===== config.mk =====
export PLATFORM = sky130hd
export DESIGN_NAME = lcd_cmd_sequencer
export DESIGN_NICKNAME = d
export VERILOG_FILES = /design/src/rtl/lcd_cmd_sequencer.sv
export SDC_FILE = /design/constraint.sdc
export NUM_CORES = 1
export LEC_CHECK = 0
export CORE_ASPECT_RATIO = 0.75
export CORE_MARGIN = 5
export CORE_UTILIZATION = 42
export CTS_BUF_LIST = sky130_fd_sc_hd__clkbuf_4 sky130_fd_sc_hd__clkbuf_8
export DETAILED_ROUTE_END_ITERATION = 6
export PLACE_DENSITY = 0.9
export SYNTH_ARGS = -nofsm -noshare
export SYNTH_HDL_FRONTEND = slang
export SYNTH_SLANG_ARGS = --single-unit
export TNS_END_PERCENT = 20

===== constraint.sdc =====
create_clock -name clk -period 2 [get_ports clk]
set_input_delay 0.4 -clock clk [delete_from_list [all_inputs] [get_ports clk]]
set_output_delay 0.4 -clock clk [all_outputs]
set_load 0.02 [all_outputs]

===== src/rtl/lcd_cmd_sequencer.sv =====
// Custom-instruction sequencer for an HD44780-style 8-bit character LCD.
// Performs timed single writes, the power-on init script, and a status query.
//
// state    | meaning
// ---------+-----------------------------------------------------------
// IDLE     | bus parked, waiting for an accepted start
// PWR_WAIT | power-up delay before the first init command
// SETUP    | RS/data driven, enable low
// PULSE    | enable high
// HOLD     | enable low again, RS/data still held
// EXEC     | waiting for the LCD to finish the command
// NEXT     | advance the init script or finish it
// DONE     | one-cycle done pulse with result
module lcd_cmd_sequencer #(
  parameter int T_SETUP     = 4,
  parameter int T_PW        = 12,
  parameter int T_HOLD      = 4,
  parameter int T_EXEC      = 2500,
  parameter int T_EXEC_LONG = 82000,
  parameter int T_POWERUP   = 750000,
  parameter int CNT_W       = 20
) (
  input  logic        clk,
  input  logic        reset,
  input  logic        clk_en,
  input  logic        start,
  input  logic [31:0] dataa,
  input  logic [31:0] datab,
  output logic        done,
  output logic [31:0] result,
  output logic        lcd_rs,
  output logic        lcd_rw,
  output logic        lcd_enable,
  output logic [7:0]  lcd_data
);

  typedef enum logic [2:0] {
    IDLE, PWR_WAIT, SETUP, PULSE, HOLD, EXEC, NEXT, DONE
  } state_t;

  localparam logic [CNT_W-1:0] LD_SETUP     = CNT_W'(T_SETUP - 1);
  localparam logic [CNT_W-1:0] LD_PW        = CNT_W'(T_PW - 1);
  localparam logic [CNT_W-1:0] LD_HOLD      = CNT_W'(T_HOLD - 1);
  localparam logic [CNT_W-1:0] LD_EXEC      = CNT_W'(T_EXEC - 1);
  localparam logic [CNT_W-1:0] LD_EXEC_LONG = CNT_W'(T_EXEC_LONG - 1);
  localparam logic [CNT_W-1:0] LD_POWERUP   = CNT_W'(T_POWERUP - 1);

  state_t           state;
  logic [CNT_W-1:0] cnt;
  logic [1:0]       step;
  logic             init_active;
  logic             init_done;
  logic             pre_init_write;
  logic             exec_long;
  logic             unused_bits;

  assign lcd_rw      = 1'b0;
  assign unused_bits = ^{dataa[31:9], datab[31:2]};

  // Clear and return-home are the only slow HD44780 instructions.
  assign exec_long = !lcd_rs && (lcd_data[7:2] == 6'd0);

  function automatic logic [7:0] script_byte(input logic [1:0] idx);
    case (idx)
      2'd0:    script_byte = 8'h38;
      2'd1:    script_byte = 8'h0C;
      2'd2:    script_byte = 8'h06;
      default: script_byte = 8'h01;
    endcase
  endfunction

  always_ff @(posedge clk or negedge reset) begin
    if (!reset) begin
      state          <= IDLE;
      cnt            <= '0;
      step           <= 2'd0;
      init_active    <= 1'b0;
      init_done      <= 1'b0;
      pre_init_write <= 1'b0;
      done           <= 1'b0;
      result         <= 32'd0;
      lcd_rs         <= 1'b0;
      lcd_enable     <= 1'b0;
      lcd_data       <= 8'd0;
    end else if (clk_en) begin
      done <= 1'b0;
      case (state)
        IDLE: begin
          if (start) begin
            case (datab[1:0])
              2'd0: begin
                lcd_rs   <= dataa[8];
                lcd_data <= dataa[7:0];
                if (!init_done) pre_init_write <= 1'b1;
                cnt      <= LD_SETUP;
                state    <= SETUP;
              end
              2'd1: begin
                step           <= 2'd0;
                init_done      <= 1'b0;
                pre_init_write <= 1'b0;
                init_active    <= 1'b1;
                cnt            <= LD_POWERUP;
                state          <= PWR_WAIT;
              end
              default: begin
                done   <= 1'b1;
                result <= {30'd0, pre_init_write, init_done};
                state  <= DONE;
              end
            endcase
          end
        end
        PWR_WAIT: begin
          if (cnt == '0) begin
            lcd_rs   <= 1'b0;
            lcd_data <= script_byte(2'd0);
            cnt      <= LD_SETUP;
            state    <= SETUP;
          end else begin
            cnt <= cnt - 1'b1;
          end
        end
        SETUP: begin
          if (cnt == '0) begin
            lcd_enable <= 1'b1;
            cnt        <= LD_PW;
            state      <= PULSE;
          end else begin
            cnt <= cnt - 1'b1;
          end
        end
        PULSE: begin
          if (cnt == '0) begin
            lcd_enable <= 1'b0;
            cnt        <= LD_HOLD;
            state      <= HOLD;
          end else begin
            cnt <= cnt - 1'b1;
          end
        end
        HOLD: begin
          if (cnt == '0) begin
            cnt   <= exec_long ? LD_EXEC_LONG : LD_EXEC;
            state <= EXEC;
          end else begin
            cnt <= cnt - 1'b1;
          end
        end
        EXEC: begin
          if (cnt == '0) begin
            if (init_active) begin
              state <= NEXT;
            end else begin
              done   <= 1'b1;
              result <= {23'd0, lcd_rs, lcd_data};
              state  <= DONE;
            end
          end else begin
            cnt <= cnt - 1'b1;
          end
        end
        NEXT: begin
          if (step == 2'd3) begin
            init_done   <= 1'b1;
            init_active <= 1'b0;
            done        <= 1'b1;
            result      <= 32'd1;
            state       <= DONE;
          end else begin
            step     <= step + 2'd1;
            lcd_rs   <= 1'b0;
            lcd_data <= script_byte(step + 2'd1);
            cnt      <= LD_SETUP;
            state    <= SETUP;
          end
        end
        DONE: state <= IDLE;
        default: state <= IDLE;
      endcase
    end
  end

endmodule


### Met1 routing, run 1

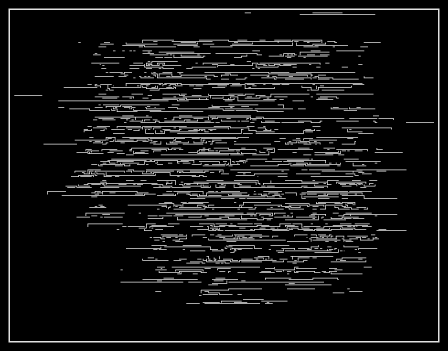
share of all routed wire = 39%
longest straight run = 29.9 um
nets with wire on the layer = 432
main direction = horizontal

### Signal wires on met2, run 1

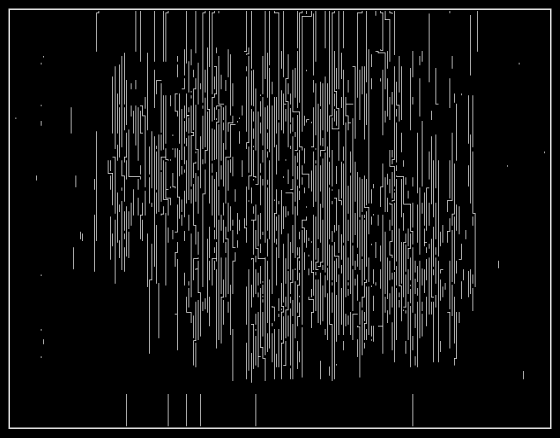
nets with wire on the layer = 431
longest straight run = 37.4 um

### Signal wires on met3, run 1

Scale bar: 20 um. Cells faint in the background.
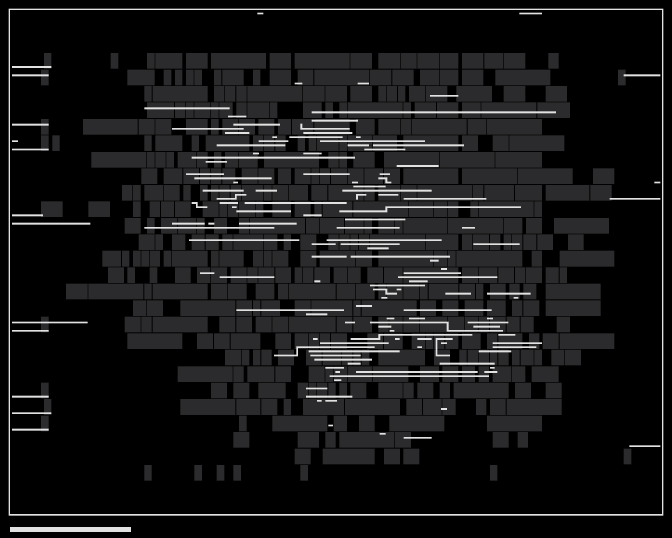
main direction = horizontal
share of all routed wire = 9.2%
nets with wire on the layer = 97
wire length on this layer = 943 um

==> flow_summary.yaml, run 1 <==
# flow metrics
layout:
  layout.nets: 528
  final_cell_mix: "buf_4, dfrtp_1, clkdlybuf4s50_1, nand2_1, nor2_1"
  final_layout_top_logic_cell: "buf_4"
synthesis:
  flop_cell: "dfrtp_1"
  simple_gate_area_share_pct: 20.7
  muxShareOfSynthArea_pct: 0.751
  syn_area_per_cell_um2: 8.70
  synth_area_um2: 3000
  synth.comb.largest_family: "AND-OR/OR-AND gates"
  syn_inst: 345
  ys_sh_aoi_pct: 24.6
  synth_chip_area_um2: 3000
  ys_types: 56
detailed_routing:
  dr.pass1.iters: 5
  drt_iter0_markers: 349
  drcViolationCount: 0
final_timing:
  period_minus_slack_ps: 2140
  hold_viol: 0
  finalWorstSetupSlack_ps: -143
  drv_slew: 0
  setup_viol: 20
  skew_ps: 6.35
die:
  fp.dieW_um: 108
run_status:
  outcome: "complete, but fails checks"
  violations: "negative setup slack"
setup_path:
  crit_cells: 6
  path_buffers: 0
  cp.required_ps: 2200
  worst_r2r_path_depth: 6
  cp.arrival_ps: 2350
  cpPeakStageDelay_ps: 550
  critical-path-top-delay-family: "simple AND/OR/NAND/NOR gates"
  cp_slowest_cell: "or4_4"
cts:
  clockBufferDepth: 2
  htreeDepth: 2
  cts.sink_count: 48
placed_design:
  io_buffers: 34
  post-dp-hpwl_um: 6940
pwr:
  ir_drop_v: 0.000505
  cellPowerDensity_nw_per_um2: 1470
  power_mw: 6.28
worst_hold_path:
  hold_class: "in2async"
global_route:
  antenna_found_initial: 0
  grt-ovfl-total: 0
job:
  warnings: 86
-- run 1: flip-flops by register name, summed over array words and instances, names as in the netlist, 2 cells and up --
name and flops:
cnt 20, lcd_data 8, result 9, state 3, step 2
-- run 1: where the power goes --
group / switching, mW / leakage, nW / internal (mW)
combinational: 2.11 / 1.29 / 1.77
clock: 0.370 / 0.0583 / 0.377
sequential: 0.349 / 0.624 / 1.31
-- run 1: what timing repair did --
action	CTS	global route
pin swaps	12	19
resized	17	24
buffers inserted	4	4
cloned	1	1
setup endpoints to repair	22	39
-- run 1: per-stage QoR --
stage / hold WS [ps] / setup slack (ps)
2_1_floorplan: 104 / -70.8
3_3_place_gp: 428 / -132
3_5_place_dp: 445 / -211
4_1_cts: 102 / -127
5_1_grt: 113 / -211
6_report: 78.0 / -143
-- run 1: metal layers --
metal  vias up  GRT usage (%)
li1       1424              -
met1      1515           29.3
met2       231           34.6
met3        50           4.50
met4         0           7.45
met5         -              0
-- run 1: Yosys cell counts, types with 5 or more instances --
cell type,number,area share [%]
dfrtp_1,48,40
nand2_1,33,4.1
nor2_1,29,3.6
buf_4,25,6.3
o21ai_1,23,3.8
a21oi_1,18,3.0
inv_1,16,2.0
a22o_1,12,3.5
nand3_1,9,1.5
o21ai_0,9,1.5
a31oi_1,8,1.7
nor3_1,8,1.3
a22oi_1,7,1.8
clkbuf_1,7,0.88
ha_1,6,2.5
buf_2,5,0.83
nand2b_1,5,1.0
o211ai_1,5,1.3
-- run 1: worst paths after layout --
kind,startpoint,endpoint,slack [ps]
min,reset,pre_init_write,80
max in group asynchronous,reset,cnt[3],1380
max,cnt[0],cnt[7],-140
min in group clk,lcd_enable,lcd_enable,500
max reg2reg,cnt[0],cnt[7],-140
min reg2reg,lcd_enable,lcd_enable,500
-- run 1: layout make-up --
type / instances / area (um2) / area share (%)
Timing Repair Buffer: 116 / 1000 / 23.5
Tap cell: 98 / 123 / 2.87
Clock inverter: 3 / 47.5 / 1.11
Multi-Input combinational cell: 267 / 1770 / 41.4
Clock buffer: 5 / 68.8 / 1.61
Sequential cell: 48 / 1200 / 28.1
Inverter: 16 / 60.1 / 1.41
-- run 1: kinds of logic after synthesis --
kind of cell | count (synthesis)
other cells | 1
simple gates | 118
buf+inv | 54
mux | 2
flops | 48
xor+xnor | 4
fa+ha+maj | 6
compound gates | 112
### Metal 4, run 1

Scale bar: 20 um.
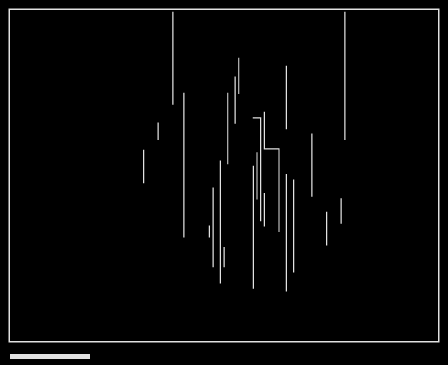

==> run 2, diff against run 1 <==
--- a/config.mk
+++ b/config.mk
@@ -5,12 +5,13 @@
 export SDC_FILE = /design/constraint.sdc
 export NUM_CORES = 1
 export LEC_CHECK = 0
+export ABC_AREA = 1
 export CORE_ASPECT_RATIO = 0.75
 export CORE_MARGIN = 5
 export CORE_UTILIZATION = 42
 export CTS_BUF_LIST = sky130_fd_sc_hd__clkbuf_4 sky130_fd_sc_hd__clkbuf_8
 export DETAILED_ROUTE_END_ITERATION = 6
-export PLACE_DENSITY = 0.9
+export PLACE_DENSITY = 0.89
 export SYNTH_ARGS = -nofsm -noshare
 export SYNTH_HDL_FRONTEND = slang
 export SYNTH_SLANG_ARGS = --single-unit
### Metal 4, run 2

Scale bar: 20 um.
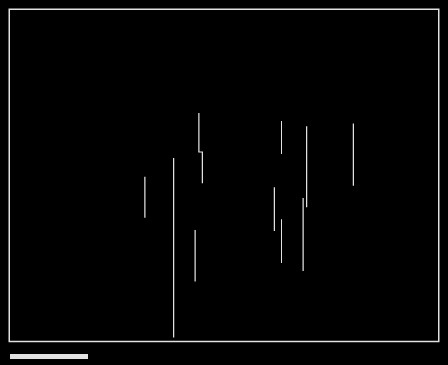
longest straight run = 45.6 um
main direction = vertical

### Routing congestion, run 2

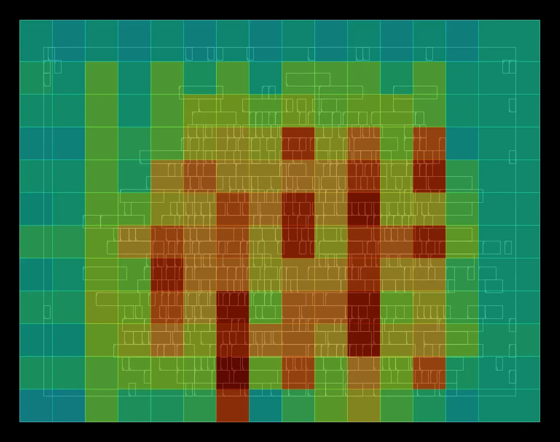
M3 GR Usage: 3.46%
met1 global-route usage: 24.9%
layer with the highest usage: met2

==> flow_summary.yaml, run 2 <==
# flow metrics
cts:
  cts.sink_count: 48
  tritoncts: "done"
  cts_buffers: 5
  htreeDepth: 2
  clockBufferDepth: 2
  cts-root-buf: "clkbuf_8"
  clock_latency_ps: 310
  cts.clk_slew.worst_paths_ps: 100
final_timing:
  hold_viol: 0
  holdWs_ps: 178
  drv_slew: 0
  tightest_slew_ps: 606
  finalWorstSetupSlack_ps: 123
  skew_ps: 10.3
  period_minus_slack_ps: 1880
  setup_tns_ps: 0
  setup_viol: 0
job:
  maxCapViolations: 0
  warnings: 83
layout:
  top_regs: "cnt: 20 flops, result: 9 flops, lcd_data: 8 flops"
  layout.nets: 558
  top_register: "cnt"
  antenna_cells: 0
  final_layout_top_logic_cell: "nand2_1"
  drive_above_1_share_pct: 13.8
  largest_register_ffs: 20
  final_util_pct: 51.4
  final_cell_mix: "nand2_1, nor2_1, dfrtp_1, inv_1, clkdlybuf4s50_1"
detailed_routing:
  dr.pass1.iters: 5
  drcViolationCount: 0
  post_drt_wl_per_cell_um: 13.7
  drt_iter0_markers: 217
  ant_nets: 0
  routed-via-count: 2997
setup_path:
  worst_r2r_path_depth: 12
  reg2reg_from: "cnt[1]"
  cp.arrival_ps: 2080
  critPathCaptureType: "flip-flop"
  start_kind: "flip-flop"
  r2r_slack_ps: 120
  r2r_end: "cnt[3]"
  worstSetupStartpoint: "cnt[1]"
  cp.required_ps: 2200
pwr:
  ir_drop_v: 0.000695
  swShare_pct: 49.5
  p_switching_mw: 2.86
  power_mw: 5.78
  pwr-share-seq_pct: 29.0
  pwr-share-clk_pct: 13.0
  power.leakage_nw: 1.87
  cellPowerDensity_nw_per_um2: 1540
  intPower_mw: 2.91
  pwr-share-comb_pct: 58.0
synthesis:
  yosys_cells: 427
  syn_inst: 427
  synth_area_um2: 3120
  flop_cell: "dfrtp_1"
  syn_area_per_cell_um2: 7.30
  area_leaders: "dfrtp_1, nand2_1, nor2_1"
  yosysTopAreaCell: "dfrtp_1"
  synthArstFlopShare_pct: 100
  synth_chip_area_um2: 3120
  ys_types: 36
  synth_top_cell_by_count: "nand2_1"
  postSynthSeqShare_pct: 38.5
  top_cell_area_share_pct: 38.5
  ys_top_cells_by_count: "nand2_1, nor2_1, dfrtp_1, inv_1, buf_4"
global_route:
  grt-ovfl-total: 0
  antenna_found_initial: 0
  grt_pass1_wl_um: 13300
  grt_usage_pct: 17.8
  grt_max_degree: 49
placed_design:
  place_congestion: 0.923
  pre_cts_ws_ps: -71.1
  io_buffers: 34
  post-dp-hpwl_um: 6070
run_status:
  outcome: "complete, no violations"
die:
  dieArea_um2: 9270
  fp.dieW_um: 109
  rows: 27
  coreArea_um2: 7300
worst_hold_path:
  hold_class: "in2async"
-- run 2: cell types whose count changed in the layout (fill, tap and decap cells not counted), sizes merged, moves of 10 or more --
| cell | previous run | this run |
|---|---|---|
| nand2 | 33 | 125 |
| a22o | 12 | 2 |
| nor2 | 29 | 62 |
| nand3 | 9 | 23 |
| inv | 16 | 42 |
| buf | 83 | 23 |
-- run 2: cell families after synthesis --
logic type      count (synthesis)  synth area share [%]
simple gates                  223                  30.8
buf+inv                        70                  12.3
compound gates                 66                  12.2
flops                          48                  38.5
xor+xnor                       12                  3.37
fa+ha+maj                       6                  2.41
other cells                     1                 0.120
mux                             1                 0.361
-- run 2: repair_timing --
item | in CTS | in global routing
gates resized | 0 | 11
buffers inserted | 0 | 2
setup endpoints to repair | 0 | 40
-- run 2: metal layers --
metal / global-route usage, % / vias up / wire length (um)
li1: - / 1434 / -
met1: 24.9 / 1402 / 3540
met2: 27.5 / 138 / 3690
met3: 3.46 / 23 / 634
met4: 5.55 / 0 / 171
met5: 0 / - / 0
-- run 2: critical path, stage by stage (launching register included) --
cell,delay [ps]
dfrtp_1,400
inv_1,100
ha_1,170
nand2_1,90
nor2_2,130
nand3_2,170
inv_2,100
nand2_1,100
nand2_4,150
inv_2,60
buf_4,150
nor2_1,90
a21oi_1,50
-- run 2: power groups by stage --
stage	combinational (mW)	sequential [mW]	clock (mW)
final	3.35	1.67	0.750
after global routing	3.70	1.73	0.788
after CTS	3.23	1.65	0.752
after detailed placement	3.18	1.67	0
after global placement	3.06	1.65	0
after floorplan	2.17	1.74	0
-- run 2: worst max-delay path by stage --
stage,to,slack (ps),depth (start not counted)
global route,cnt[3],-9,11
CTS,lcd_data[5],9,11
detailed placement,lcd_data[5],-70,10
finish,cnt[3],120,12
floorplan,result[0],330,10
global placement,lcd_data[4],-30,9
-- run 2: final cells by class --
cell class	count	area, um2
timing repair buffer	56	500
inverter	41	154
multi-input combinational	332	1650
clock inverter	3	46.3
fill	673	3550
clock buffer	5	68.8
tap	101	126
sequential	48	1200
-- run 2: per-stage QoR --
step	instance area (um2)	instances
2_1_floorplan	3200	450
3_3_place_gp	3590	576
3_5_place_dp	3590	576
4_1_cts	3700	584
5_1_grt	3750	586
6_report	3750	586
### Signal wires on met3, run 2

Scale bar: 20 um. Cells faint in the background.
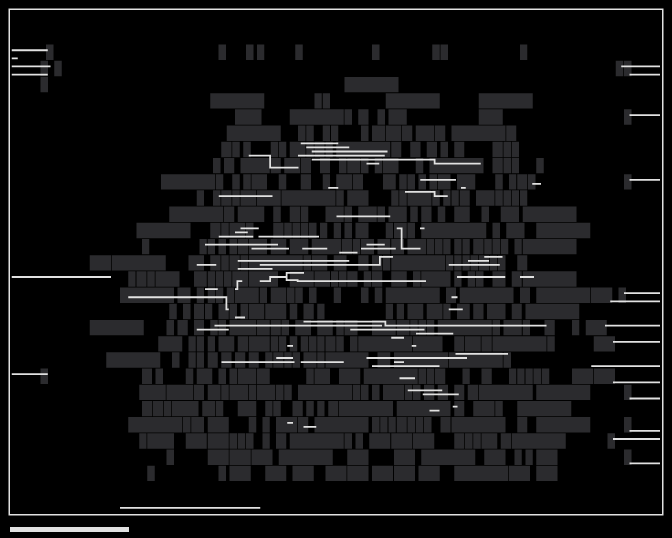

==> run 3, diff against run 2 <==
--- a/config.mk
+++ b/config.mk
@@ -6,8 +6,6 @@
 export NUM_CORES = 1
 export LEC_CHECK = 0
 export ABC_AREA = 1
-export CORE_ASPECT_RATIO = 0.75
-export CORE_MARGIN = 5
 export CORE_UTILIZATION = 42
 export CTS_BUF_LIST = sky130_fd_sc_hd__clkbuf_4 sky130_fd_sc_hd__clkbuf_8
 export DETAILED_ROUTE_END_ITERATION = 6
### Signal wires on met3, run 3

Scale bar: 20 um. Cells faint in the background.
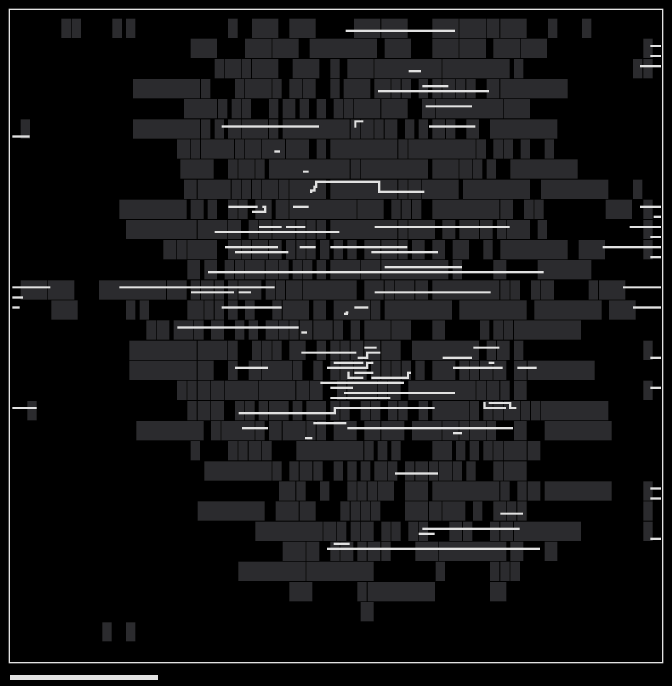
share of all routed wire = 7.1%
nets with wire on the layer = 72

### Metal 4, run 3

Scale bar: 20 um.
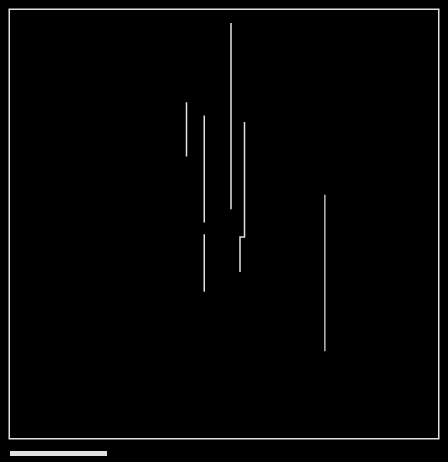
share of all routed wire = 1.9%
main direction = vertical
longest straight run = 38.1 um
nets with wire on the layer = 6
wire length on this layer = 146 um

==> flow_summary.yaml, run 3 <==
# flow metrics
cts:
  cts.sink_count: 48
  cts.clk_slew.worst_paths_ps: 100
  clockBufferDepth: 2
  cts-root-buf: "clkbuf_8"
  clock_latency_ps: 310
  htreeDepth: 2
pwr:
  pwr-share-comb_pct: 57.2
  power.leakage_nw: 1.81
  intPower_mw: 2.83
  ir_drop_v: 0.000697
  pwr-share-clk_pct: 13.0
setup_path:
  critPathCaptureType: "flip-flop"
  cpPeakStageDelay_ps: 400
  r2r_slack_ps: 50
  start_kind: "flip-flop"
  r2r_end: "cnt[15]"
  cp.arrival_ps: 2160
  critical-path-top-delay-family: "simple AND/OR/NAND/NOR gates"
run_status:
  violations: "design-rule violations"
  outcome: "complete, but fails checks"
detailed_routing:
  drcViolationCount: 1
  dr.pass1.iters: 7
  routed-via-count: 2960
final_timing:
  hold_viol: 0
  drv_slew: 0
  skew_ps: 11.1
layout:
  antenna_cells: 0
  top_register: "cnt"
  layout.nets: 546
  fin_area_um2: 3660
  final_layout_top_logic_cell: "nand2_1"
  largest_register_ffs: 20
  drive_above_1_share_pct: 10.8
  top_regs: "cnt: 20 flops, result: 9 flops, lcd_data: 8 flops"
placed_design:
  place_congestion: 0.961
  postPlaceCellArea_um2: 3520
job:
  warnings: 84
  maxCapViolations: 0
global_route:
  grt_pass1_wl_um: 12400
  grt_usage_pct: 20.5
  antenna_found_initial: 0
  grt-ovfl-total: 0
  grt_max_degree: 33
die:
  coreArea_um2: 7210
  fp.dieW_um: 88.2
synthesis:
  yosysTopAreaCell: "dfrtp_1"
  synth_chip_area_um2: 3120
  ys_top_cells_by_count: "nand2_1, nor2_1, dfrtp_1, inv_1, buf_4"
  yosys_cells: 427
  area_leaders: "dfrtp_1, nand2_1, nor2_1"
  flop_cell: "dfrtp_1"
  syn_area_per_cell_um2: 7.30
  synth_area_um2: 3120
## run 3: cell types whose count changed in the layout (fill, tap and decap cells not counted)
| cell | previous run | this run |
|---|---|---|
| buf_4 | 22 | 9 |
| inv_2 | 8 | 6 |
| nor2_1 | 50 | 52 |
| a31oi_1 | 0 | 1 |
| a31oi_2 | 1 | 0 |
| buf_12 | 0 | 1 |
| clkinv_1 | 0 | 1 |
| dfrtp_1 | 48 | 47 |
| dfrtp_2 | 0 | 1 |
| inv_1 | 33 | 34 |
| nor2_2 | 7 | 6 |
| nor2_4 | 5 | 4 |
## run 3: layout make-up
class | instances | area, um2
fillers | 665 | 3560
multi-input cells | 332 | 1640
flip-flops and latches | 48 | 1200
repair buffers | 44 | 423
inverters | 41 | 154
well taps | 99 | 124
clock buffers | 5 | 68.8
clock inverters | 3 | 46.3
## run 3: logic make-up (layout without fill, tap and decap cells)
logic type      Yosys count  count (layout)  share of synthesized area, %
simple gates            223             223                          30.8
buf+inv                  70              93                          12.3
compound gates           66              66                          12.2
flops                    48              48                          38.5
xor+xnor                 12              12                          3.37
fa+ha+maj                 6               6                          2.41
other cells               1              24                         0.120
mux                       1               1                         0.361
## run 3: timing repair
item | in CTS | in global routing
endpoints found under the setup margin | 0 | 25
gates resized | 0 | 6
endpoints found under the hold margin | 0 | 0
## run 3: worst max-delay path by stage
stage,start,to,cells past startpoint
final,cnt[0],cnt[15],12
after global routing,cnt[0],cnt[15],12
after CTS,cnt[0],cnt[15],12
after detailed placement,datab[1],cnt[12],8
after global placement,clk_en,lcd_data[4],8
after floorplan,cnt[0],result[0],10
## run 3: power by group through the flow
stage | clock, mW | combinational [mW] | sequential, mW
4_1_cts | 0.734 | 3.14 | 1.66
5_1_grt | 0.782 | 3.57 | 1.72
2_1_floorplan | 0 | 2.17 | 1.74
3_3_place_gp | 0 | 2.96 | 1.65
3_5_place_dp | 0 | 3.10 | 1.68
6_report | 0.729 | 3.22 | 1.67
## run 3: metal layers
metal / GRT usage [%] / share of wire, %
met5: 0 / 0
met4: 7.62 / 1.9
met3: 3.02 / 7.1
met2: 35.0 / 51
met1: 26.3 / 40
Power is estimated from default activity; no workload was simulated.
